**src/rtl/dma_pkg.sv**
```systemverilog
// dma_pkg: definitions shared by the DMA copy sequencer and its staging FIFO.
//   - dma_state_e  : sequencer states
//   - BEAT_*       : Beat output codes (INCR, INCR4, INCR8, INCR16)
//   - HSIZE_WORD   : transfer size driven on Size
//   - HTRANS/HBURST/HRESP constants used by the DMA-to-AHB bridge
//   - burst_cmd_t / make_cmd : shape of the next burst for a given word count
package dma_pkg;

   typedef enum logic [2:0] {
      S_IDLE,
      S_RD_REQ,
      S_RD_DATA,
      S_WR_REQ,
      S_WR_DATA,
      S_DONE,
      S_ERR
   } dma_state_e;

   localparam logic [2:0] BEAT_INCR    = 3'b000;
   localparam logic [2:0] BEAT_INCR4   = 3'b001;
   localparam logic [2:0] BEAT_INCR8   = 3'b010;
   localparam logic [2:0] BEAT_INCR16  = 3'b011;

   localparam logic [2:0] HSIZE_WORD   = 3'b010;

   localparam logic [1:0] HTRANS_IDLE   = 2'b00;
   localparam logic [1:0] HTRANS_BUSY   = 2'b01;
   localparam logic [1:0] HTRANS_NONSEQ = 2'b10;
   localparam logic [1:0] HTRANS_SEQ    = 2'b11;

   localparam logic [2:0] HBURST_SINGLE = 3'b000;
   localparam logic [2:0] HBURST_INCR   = 3'b001;
   localparam logic [2:0] HBURST_INCR4  = 3'b011;
   localparam logic [2:0] HBURST_INCR8  = 3'b101;
   localparam logic [2:0] HBURST_INCR16 = 3'b111;

   localparam logic [1:0] HRESP_OKAY    = 2'b00;
   localparam logic [1:0] HRESP_ERROR   = 2'b01;
   localparam logic [1:0] HRESP_RETRY   = 2'b10;
   localparam logic [1:0] HRESP_SPLIT   = 2'b11;

   typedef struct packed {
      logic [31:0] addr;
      logic [4:0]  beats;
      logic        burst;
      logic [2:0]  beat;
   } burst_cmd_t;

   function automatic logic [2:0] full_beat_code(input int unsigned beats);
      case (beats)
         4:       return BEAT_INCR4;
         8:       return BEAT_INCR8;
         16:      return BEAT_INCR16;
         default: return BEAT_INCR;
      endcase
   endfunction

   // Next burst: n = min(remaining, max_beats); fixed-length code only
   // when the burst is full, undefined-length INCR for short bursts,
   // single transfer when n == 1.
   function automatic burst_cmd_t make_cmd(input logic [31:0] addr,
                                           input logic [15:0] remaining,
                                           input int unsigned max_beats);
      burst_cmd_t c;
      c.addr  = addr;
      c.beats = (32'(remaining) >= max_beats) ? 5'(max_beats) : remaining[4:0];
      c.burst = (c.beats > 5'd1);
      c.beat  = (32'(c.beats) == max_beats) ? full_beat_code(max_beats) : BEAT_INCR;
      return c;
   endfunction

endpackage

```
**src/rtl/dma_sync_fifo.sv**
```systemverilog
// dma_sync_fifo: single-clock staging FIFO between read and write bursts.
//   HCLK, HRST_N : clock, asynchronous active-low reset
//   flush        : empties the FIFO (takes priority over push/pop)
//   push, din    : write one word (ignored when full)
//   pop          : drop the head word (ignored when empty)
//   dout         : head word (show-ahead)
//   full, empty, count : occupancy status
module dma_sync_fifo
   import dma_pkg::*;
#(
   parameter int unsigned WIDTH = 32,
   parameter int unsigned DEPTH = 16
) (
   input  logic                       HCLK,
   input  logic                       HRST_N,
   input  logic                       flush,
   input  logic                       push,
   input  logic                       pop,
   input  logic [WIDTH-1:0]           din,
   output logic [WIDTH-1:0]           dout,
   output logic                       full,
   output logic                       empty,
   output logic [$clog2(DEPTH+1)-1:0] count
);

   localparam int unsigned AW = (DEPTH > 1) ? $clog2(DEPTH) : 1;
   localparam int unsigned CW = $clog2(DEPTH + 1);

   logic [WIDTH-1:0] mem [DEPTH];
   logic [AW-1:0]    wr_ptr;
   logic [AW-1:0]    rd_ptr;
   logic [CW-1:0]    cnt;
   logic             do_push;
   logic             do_pop;

   function automatic logic [AW-1:0] ptr_inc(input logic [AW-1:0] p);
      if (32'(p) == DEPTH - 1) return '0;
      else                     return p + 1'b1;
   endfunction

   assign full    = (cnt == CW'(DEPTH));
   assign empty   = (cnt == '0);
   assign count   = cnt;
   assign dout    = mem[rd_ptr];
   assign do_push = push && !full && !flush;
   assign do_pop  = pop && !empty && !flush;

   always_ff @(posedge HCLK) begin
      if (do_push) mem[wr_ptr] <= din;
   end

   always_ff @(posedge HCLK or negedge HRST_N) begin
      if (!HRST_N) begin
         wr_ptr <= '0;
         rd_ptr <= '0;
         cnt    <= '0;
      end else if (flush) begin
         wr_ptr <= '0;
         rd_ptr <= '0;
         cnt    <= '0;
      end else begin
         if (do_push) wr_ptr <= ptr_inc(wr_ptr);
         if (do_pop)  rd_ptr <= ptr_inc(rd_ptr);
         case ({do_push, do_pop})
            2'b10:   cnt <= cnt + 1'b1;
            2'b01:   cnt <= cnt - 1'b1;
            default: cnt <= cnt;
         endcase
      end
   end

endmodule

```
**src/rtl/dma_copy_ctrl.sv**
```systemverilog
// dma_copy_ctrl: single-channel memory-to-memory copy sequencer on the DMA
// AHB master port. Copies LenWords words from SrcAddr to DstAddr as
// alternating read/write bursts of up to BURST_BEATS words via a local FIFO.
//   CPU side   : Start, Abort, SrcAddr, DstAddr, LenWords -> Busy_o, Done,
//                Err, ErrAddr
//   Master port: Request, Lock, Burst, Busy, Write, Beat, Size, Addr,
//                DataIn (write data = FIFO head) out;
//                DataOut, DataReady, Grant, Okay, Error, Retry in
module dma_copy_ctrl
   import dma_pkg::*;
#(
   parameter int unsigned BURST_BEATS = 8,
   parameter int unsigned FIFO_DEPTH  = 16
) (
   input  logic        HCLK,
   input  logic        HRST_N,
   input  logic        Start,
   input  logic        Abort,
   input  logic [31:0] SrcAddr,
   input  logic [31:0] DstAddr,
   input  logic [15:0] LenWords,
   output logic        Busy_o,
   output logic        Done,
   output logic        Err,
   output logic [31:0] ErrAddr,
   output logic        Request,
   output logic        Lock,
   output logic        Burst,
   output logic        Busy,
   output logic        Write,
   output logic [2:0]  Beat,
   output logic [2:0]  Size,
   output logic [31:0] Addr,
   output logic [31:0] DataIn,
   input  logic [31:0] DataOut,
   input  logic        DataReady,
   input  logic        Grant,
   input  logic        Okay,
   input  logic        Error,
   input  logic        Retry
);

   dma_state_e  state;
   logic [31:0] src_addr;
   logic [31:0] dst_addr;
   logic [15:0] remaining;
   logic [4:0]  chunk;
   logic [4:0]  grant_cnt;
   logic [4:0]  okay_cnt;

   logic [31:0] src_next;
   logic [31:0] dst_next;
   logic [15:0] rem_next;
   logic [31:0] beat_addr;
   logic        last_okay;
   logic        launch;
   logic        launch_wr;
   burst_cmd_t  next_cmd;

   logic        in_rd;
   logic        in_wr;
   logic        in_xfer;
   logic        rd_beat;
   logic        fifo_push;
   logic        fifo_pop;
   logic        fifo_flush;
   logic        fifo_full;
   logic        fifo_empty;
   logic [31:0] fifo_head;
   logic [$clog2(FIFO_DEPTH+1)-1:0] fifo_count_unused;

   assign Lock = 1'b0;
   assign Busy = 1'b0;
   assign Size = HSIZE_WORD;

   assign in_rd   = (state == S_RD_REQ) || (state == S_RD_DATA);
   assign in_wr   = (state == S_WR_REQ) || (state == S_WR_DATA);
   assign in_xfer = in_rd || in_wr;

   // Error wins over a same-cycle Okay/DataReady: nothing moves through
   // the FIFO on that cycle, it is flushed instead.
   assign rd_beat    = in_rd && DataReady && !Error;
   assign fifo_push  = rd_beat && !fifo_full;
   assign fifo_pop   = in_wr && Okay && !Error;
   assign fifo_flush = in_xfer && Error;
   assign DataIn     = fifo_empty ? '0 : fifo_head;

   assign beat_addr  = Addr + {25'd0, okay_cnt, 2'b00};

   always_comb begin
      src_next  = src_addr + {25'd0, chunk, 2'b00};
      dst_next  = dst_addr + {25'd0, chunk, 2'b00};
      rem_next  = remaining - 16'(chunk);
      last_okay = Okay && !Error && ((okay_cnt + 5'd1) == chunk);
      launch_wr = (state == S_RD_DATA);
      case (state)
         S_IDLE:    next_cmd = make_cmd({SrcAddr[31:2], 2'b00}, LenWords, BURST_BEATS);
         S_RD_DATA: next_cmd = make_cmd(dst_addr, remaining, BURST_BEATS);
         default:   next_cmd = make_cmd(src_next, rem_next, BURST_BEATS);
      endcase
      launch = ((state == S_IDLE) && Start && (LenWords != '0))
            || ((state == S_RD_DATA) && last_okay)
            || ((state == S_WR_DATA) && last_okay && (rem_next != '0) && !Abort);
   end

   // Burst set-up (Request/Addr/Write/Burst/Beat/counters) is shared by the
   // three places a burst starts and is applied after the state case.
   always_ff @(posedge HCLK or negedge HRST_N) begin
      if (!HRST_N) begin
         state     <= S_IDLE;
         src_addr  <= '0;
         dst_addr  <= '0;
         remaining <= '0;
         chunk     <= '0;
         grant_cnt <= '0;
         okay_cnt  <= '0;
         Busy_o    <= 1'b0;
         Done      <= 1'b0;
         Err       <= 1'b0;
         ErrAddr   <= '0;
         Request   <= 1'b0;
         Burst     <= 1'b0;
         Write     <= 1'b0;
         Beat      <= BEAT_INCR;
         Addr      <= '0;
      end else begin
         Done <= 1'b0;
         Err  <= 1'b0;
         case (state)
            S_IDLE: begin
               if (Start) begin
                  src_addr  <= {SrcAddr[31:2], 2'b00};
                  dst_addr  <= {DstAddr[31:2], 2'b00};
                  remaining <= LenWords;
                  if (LenWords == '0) begin
                     state <= S_DONE;
                     Done  <= 1'b1;
                  end else begin
                     state  <= S_RD_REQ;
                     Busy_o <= 1'b1;
                  end
               end
            end
            S_RD_REQ, S_WR_REQ: begin
               if (Error) begin
                  ErrAddr <= beat_addr;
                  Err     <= 1'b1;
                  Busy_o  <= 1'b0;
                  Request <= 1'b0;
                  state   <= S_ERR;
               end else begin
                  if (Okay) okay_cnt <= okay_cnt + 5'd1;
                  if (Grant) begin
                     grant_cnt <= grant_cnt + 5'd1;
                     if ((grant_cnt + 5'd1) == chunk) begin
                        Request <= 1'b0;
                        state   <= (state == S_RD_REQ) ? S_RD_DATA : S_WR_DATA;
                     end
                  end
               end
            end
            S_RD_DATA, S_WR_DATA: begin
               if (Error) begin
                  ErrAddr <= beat_addr;
                  Err     <= 1'b1;
                  Busy_o  <= 1'b0;
                  Request <= 1'b0;
                  state   <= S_ERR;
               end else begin
                  // A retried beat is replayed by the port; keep asking
                  // until every beat of the burst has been acknowledged.
                  if (Retry) Request <= 1'b1;
                  if (Okay)  okay_cnt <= okay_cnt + 5'd1;
                  if (last_okay) begin
                     if (state == S_RD_DATA) begin
                        state <= S_WR_REQ;
                     end else begin
                        src_addr  <= src_next;
                        dst_addr  <= dst_next;
                        remaining <= rem_next;
                        if ((rem_next == '0) || Abort) begin
                           state   <= S_DONE;
                           Done    <= 1'b1;
                           Busy_o  <= 1'b0;
                           Request <= 1'b0;
                        end else begin
                           state <= S_RD_REQ;
                        end
                     end
                  end
               end
            end
            S_DONE, S_ERR: state <= S_IDLE;
            default:       state <= S_IDLE;
         endcase

         if (launch) begin
            Request   <= 1'b1;
            Write     <= launch_wr;
            Addr      <= next_cmd.addr;
            chunk     <= next_cmd.beats;
            Burst     <= next_cmd.burst;
            Beat      <= next_cmd.beat;
            grant_cnt <= '0;
            okay_cnt  <= '0;
         end
      end
   end

   dma_sync_fifo #(
      .WIDTH (32),
      .DEPTH (FIFO_DEPTH)
   ) u_fifo (
      .HCLK   (HCLK),
      .HRST_N (HRST_N),
      .flush  (fifo_flush),
      .push   (fifo_push),
      .pop    (fifo_pop),
      .din    (DataOut),
      .dout   (fifo_head),
      .full   (fifo_full),
      .empty  (fifo_empty),
      .count  (fifo_count_unused)
   );

endmodule

```
**config.mk**
```make
export PLATFORM = sky130hd
export DESIGN_NAME = dma_copy_ctrl
export DESIGN_NICKNAME = d
export VERILOG_FILES = /design/src/rtl/dma_pkg.sv /design/src/rtl/dma_sync_fifo.sv /design/src/rtl/dma_copy_ctrl.sv
export SDC_FILE = /design/constraint.sdc
export NUM_CORES = 1
export LEC_CHECK = 0
export CAP_MARGIN = 20
export CORE_UTILIZATION = 29
export CTS_BUF_LIST = sky130_fd_sc_hd__clkbuf_4
export DETAILED_ROUTE_END_ITERATION = 12
export GPL_TIMING_DRIVEN = 1
export RECOVER_POWER = 50
export SYNTH_ARGS = -nofsm -noshare
export SYNTH_HDL_FRONTEND = slang
export SYNTH_SLANG_ARGS = --single-unit
```
**constraint.sdc**
```tcl
create_clock -name HCLK -period 8.2 [get_ports HCLK]
set_input_delay 1.64 -clock HCLK [delete_from_list [all_inputs] [get_ports HCLK]]
set_output_delay 1.64 -clock HCLK [all_outputs]
set_load 0.02 [all_outputs]
```
### The metal 2 layer, run 1

Scale: 1 px per um.
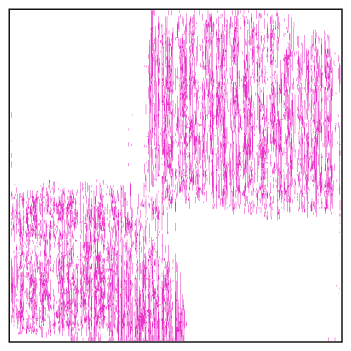
main direction: vertical
longest straight run: 103 um
wirelength, routed: 84640 um
met2 Track Usage GR: 24.86%
Vias: 21100

### PDN straps and rails, run 1

Scale: 1 px per um. Pins as bars on the die edge. Tap cells in grey.
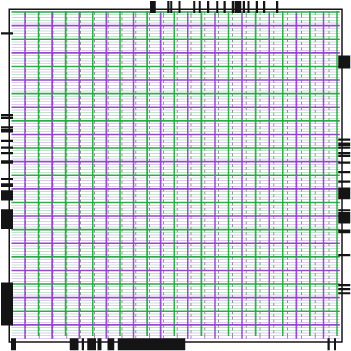
[green] VDD
[purple] VSS
met5 straps: 24
met1 rails: 121
met4 straps: 24
core area: 107200 um2
Worst IR Drop VDD: 0.2421 mV
Die Height: 331.2 um

### Signal wires by layer, run 1

Scale: 1 px per um.
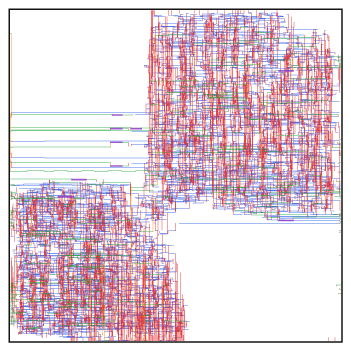
[red] met2 | wire length: 40.6 mm
[blue] met1 | wire length: 36.9 mm
[orange] met4 | wire length: 1650 um
[purple] met5 | wire length: 109 um
[green] met3 | wire length: 5380 um
gr usage total: 15.30%
Wirelength per Cell: 19.99 um

==> impl_metrics.csv, run 1 <==
group,metric,value,unit
worst_setup_path,rr_endpoint,"dst_addr[11]",
cts,cts_resized,0,
synth,async_flop_share,25.36,%
global_route,met3_usage,3.852,%
drt,dr.max_layer_used,"met5",
placement,placed_area,35140,um2
drt,ant_nets,0,
final_timing,maxSlewViolCount,412,
final_layout,inv_count,45,
run,cap_viol_max_count,6,
power_and_ir_drop,combPwrFrac,34.1,%
worst_setup_path,cp_common_cell,"clkbuf_1",
worst_setup_path,critPathLaunch,"state[1]",
final_layout,buffers,253,
global_route,use_met1,19.83,%
power_and_ir_drop,swShare,37.11,%
global_route,grt_overflow,0,
power_and_ir_drop,seq_cell_power,4.70,mW
worst_setup_path,worst_ep_arrival_time,7620,ps
die,die_area,109700,um2
placement,io_buffers,215,
run,warnings,37,
synth,yosysSeqAreaShare,62.79,%
worst_setup_path,r2r_cells,6,
final_timing,finalSetupTns,0,ps
final_timing,period_needed,6689,ps
final_layout,drive_gt1_share,16.57,%
hold_path,min_path_type,"reg2reg",
power_and_ir_drop,power_clock,3.06,mW
final_layout,sh_seq_area,52.60,%
worst_setup_path,cp-end-kind,"flop",
status,violations,"max-capacitance violations, max-slew violations",
worst_setup_path,crit-reg2reg-launch,"state[1]",
worst_setup_path,crit_slowest_cell,"clkbuf_1",
cts,cts_buffers,184,
placement,place.gp.congestion,0.8403,
hold_path,hp-start,"ErrAddr[22]",
die,ios,231,
final_layout,n_fill_cell,10620,
worst_setup_path,cp_top_family,"buffers and inverters",
cts,cts.sinks,686,
cts,cts_tree,"built",
cts,cts_htree_levels,4,
cts,cts.clk_slew.worst_paths,60,ps
power_and_ir_drop,seqPwrFrac,39.9,%
cts,clockRootBuffer,"clkbuf_4",
worst_setup_path,crit_fanout,63,
power_and_ir_drop,power.share.clock,26.0,%
power_and_ir_drop,comb_power,4.01,mW
worst_setup_path,start_kind,"flop",
global_route,grt_most_used_layer,"met2",
final_layout,clock_buffers,266,
final_layout,final_cells,4235,
final_timing,setup_ws,1511,ps
final_layout,design_area,37530,um2
power_and_ir_drop,power,11.77,mW
synth,synth-area-yosys,31420,um2
global_route,grt_max_degree,112,
cts,post_cts_buffers,0,
worst_setup_path,worstPathRequired,9130,ps
final_layout,flop_area,19740,um2
power_and_ir_drop,p_int,7.401,mW
power_and_ir_drop,p_leak,12.67,nW
global_route,grt_pass1_vias,20900,
status,status,"finished, violations left",
drt,wl_met1,36940,um
cts,ctsLongestPathBuffers,3,
final_layout,comb_cells,1519,
placement,dp.cells,3905,
final_layout,antenna_cells,7,
synth,ys_cells,2401,
## run 1: flip-flops by register name, summed over array words and instances, names as in the netlist, 3 cells and up
signal	flops
dst_addr	30
chunk	5
u_fifo.wr_ptr	4
u_fifo.count	5
ErrAddr	30
remaining	16
u_fifo.mem	512
u_fifo.rd_ptr	4
okay_cnt	5
src_addr	30
state	3
grant_cnt	5
Addr	30
## run 1: cells by family after synthesis
group / synth area share (%)
compound gates: 11.88
xor+xnor: 1.895
fa+ha+maj: 1.513
buf+inv: 2.696
flops: 62.79
mux: 10.79
other cells: 0.02390
simple gates: 8.418
### Metal 3, run 1

Scale: 1 px per um.
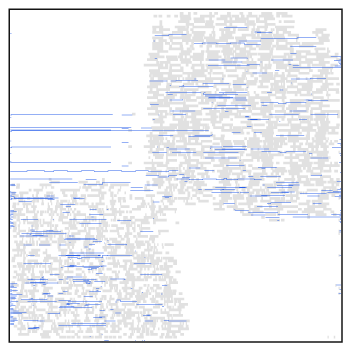

==> run 1 -> run 2 <==
clock period = 5.44 ns   (was 8.2 ns; I/O delays follow)
### Metal 3, run 2

Scale: 1 px per um.
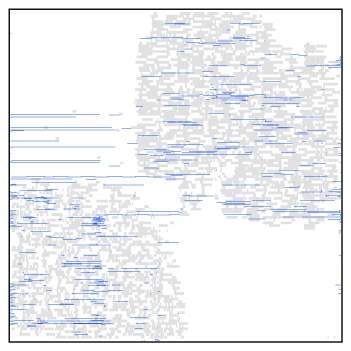
main direction: horizontal
share of all routed wire: 7.0%
met3 Use GR: 4.216%
wirelength, routed: 84190 um

### Signal wires by layer, run 2

Scale: 1 px per um.
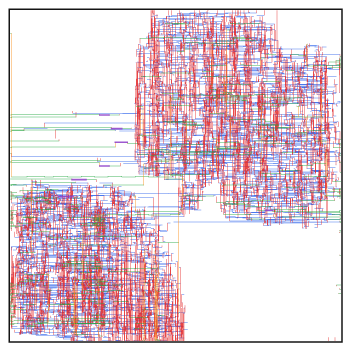
[purple] met5 | wire length: 76.4 um
[red] met2 | wire length: 39.4 mm
[blue] met1 | wire length: 36.8 mm
[green] met3 | wire length: 5870 um
[orange] met4 | wire length: 1960 um
Wirelength per Cell: 19.77 um
gr usage total: 15.24%
Vias: 21200

==> impl_metrics.csv, run 2 <==
group,metric,value,unit
power_and_ir_drop,power,17.56,mW
final_timing,hold_viol,0,
synth,async_flop_share,25.36,%
power_and_ir_drop,comb_power,6.10,mW
final_layout,design_area,37610,um2
final_layout,buffers,273,
hold_path,hp-start,"ErrAddr[2]",
synth,ys_cells,2401,
final_layout,final_util,35.09,%
status,violations,"max-capacitance violations, max-slew violations",
drt,drt_iter0_drc,1521,
worst_setup_path,cp-end-kind,"output pin",
cts,ctsLongestPathBuffers,3,
placement,dp.cells,3925,
cts,cts.sinks,686,
drt,ant_nets,0,
final_timing,period_used_share,94.94,%
power_and_ir_drop,swShare,37.42,%
final_layout,antenna_cells,9,
die,die_h,331.2,um
power_and_ir_drop,seq_cell_power,7.08,mW
placement,io_buffers,215,
die,core_area,107200,um2
synth,synth-area-yosys,31420,um2
cts,clockRootBuffer,"clkbuf_4",
worst_setup_path,cp_top_family,"buffers and inverters",
status,status,"finished, violations left",
power_and_ir_drop,power.share.clock,25.0,%
final_layout,clock_buffers,246,
worst_setup_path,worstPathRequired,4350,ps
global_route,grt_most_used_layer,"met2",
power_and_ir_drop,p_int,10.99,mW
final_layout,largest_register_ffs,512,
final_timing,maxSlewViolCount,231,
die,ios,231,
worst_setup_path,worst_ep_arrival_time,4080,ps
final_layout,flop_area,19740,um2
final_layout,sh_seq_area,52.49,%
cts,cts_buffers,182,
power_and_ir_drop,seqPwrFrac,40.3,%
global_route,grt_pass1_vias,20740,
power_and_ir_drop,combPwrFrac,34.7,%
global_route,grt_overflow,0,
placement,placed_area,35390,um2
drt,dr.max_layer_used,"met5",
final_layout,top_register,"u_fifo.mem",
global_route,use_met2,23.92,%
cts,post_cts_buffers,0,
worst_setup_path,start_kind,"flop",
final_timing,setup_ws,275.0,ps
final_timing,setup-violations-final,0,
synth,yosysSeqAreaShare,62.79,%
worst_setup_path,crit_fanout,35,
final_layout,inv_count,45,
run,cap_viol_max_count,4,
final_layout,clk_share,5.971,%
cts,cts_resized,2,
global_route,grt_max_degree,104,
final_timing,fmax,193.6,MHz
final_timing,worst_pin_slew,2893,ps
worst_setup_path,crit-reg2reg-launch,"chunk[0]",
hold_path,min_path_type,"reg2reg",
final_layout,comb_cells,1519,
run,warnings,38,
worst_setup_path,critPathLaunch,"u_fifo.rd_ptr[0]",
final_timing,period_needed,5165,ps
cts,cts.clk_slew.worst_paths,60,ps
power_and_ir_drop,p_leak,12.70,nW
final_layout,drive_gt1_share,16.23,%
final_layout,logic_area,11000,um2
power_and_ir_drop,power_clock,4.39,mW
cts,cts_tree,"built",
global_route,use_met1,20.05,%
final_layout,n_fill_cell,10580,
die,die_area,109700,um2
cts,cts_htree_levels,4,
placement,place.gp.congestion,0.8433,
worst_setup_path,cp_common_cell,"o21ai_0",
power_and_ir_drop,ir_drop,0.3830,mV
final_timing,finalSetupTns,0,ps
final_layout,final_cells,4259,
worst_setup_path,crit_slowest_cell,"dfrtp_4",
drt,wl_met1,36830,um
run 2: logic make-up (layout without fill, tap and decap cells):
family,Yosys count,after routing,synth area share [%]
XOR/XNOR,68,68,1.895
flip-flops,686,686,62.79
buffers and inverters,205,642,2.696
AND/OR/NAND/NOR,562,562,8.418
AND-OR/OR-AND,592,592,11.88
adder cells (fa/ha/maj),35,35,1.513
multiplexers,251,251,10.79
other,2,20,0.02390
run 2: path summary, 6_finish.rpt:
path / endpoint / depth (start not counted) / slack [ps]
setup reg to reg: Addr[30] / 10 / 1580
max in group asynchronous: Addr[2] / 2 / 1110
hold / removal: ErrAddr[2] / 2 / 480
min in group asynchronous: dst_addr[12] / 1 / 930
hold reg to reg: ErrAddr[2] / 2 / 480
setup / recovery: DataIn[26] / 6 / 280
Power and IR drop assume default switching activity.
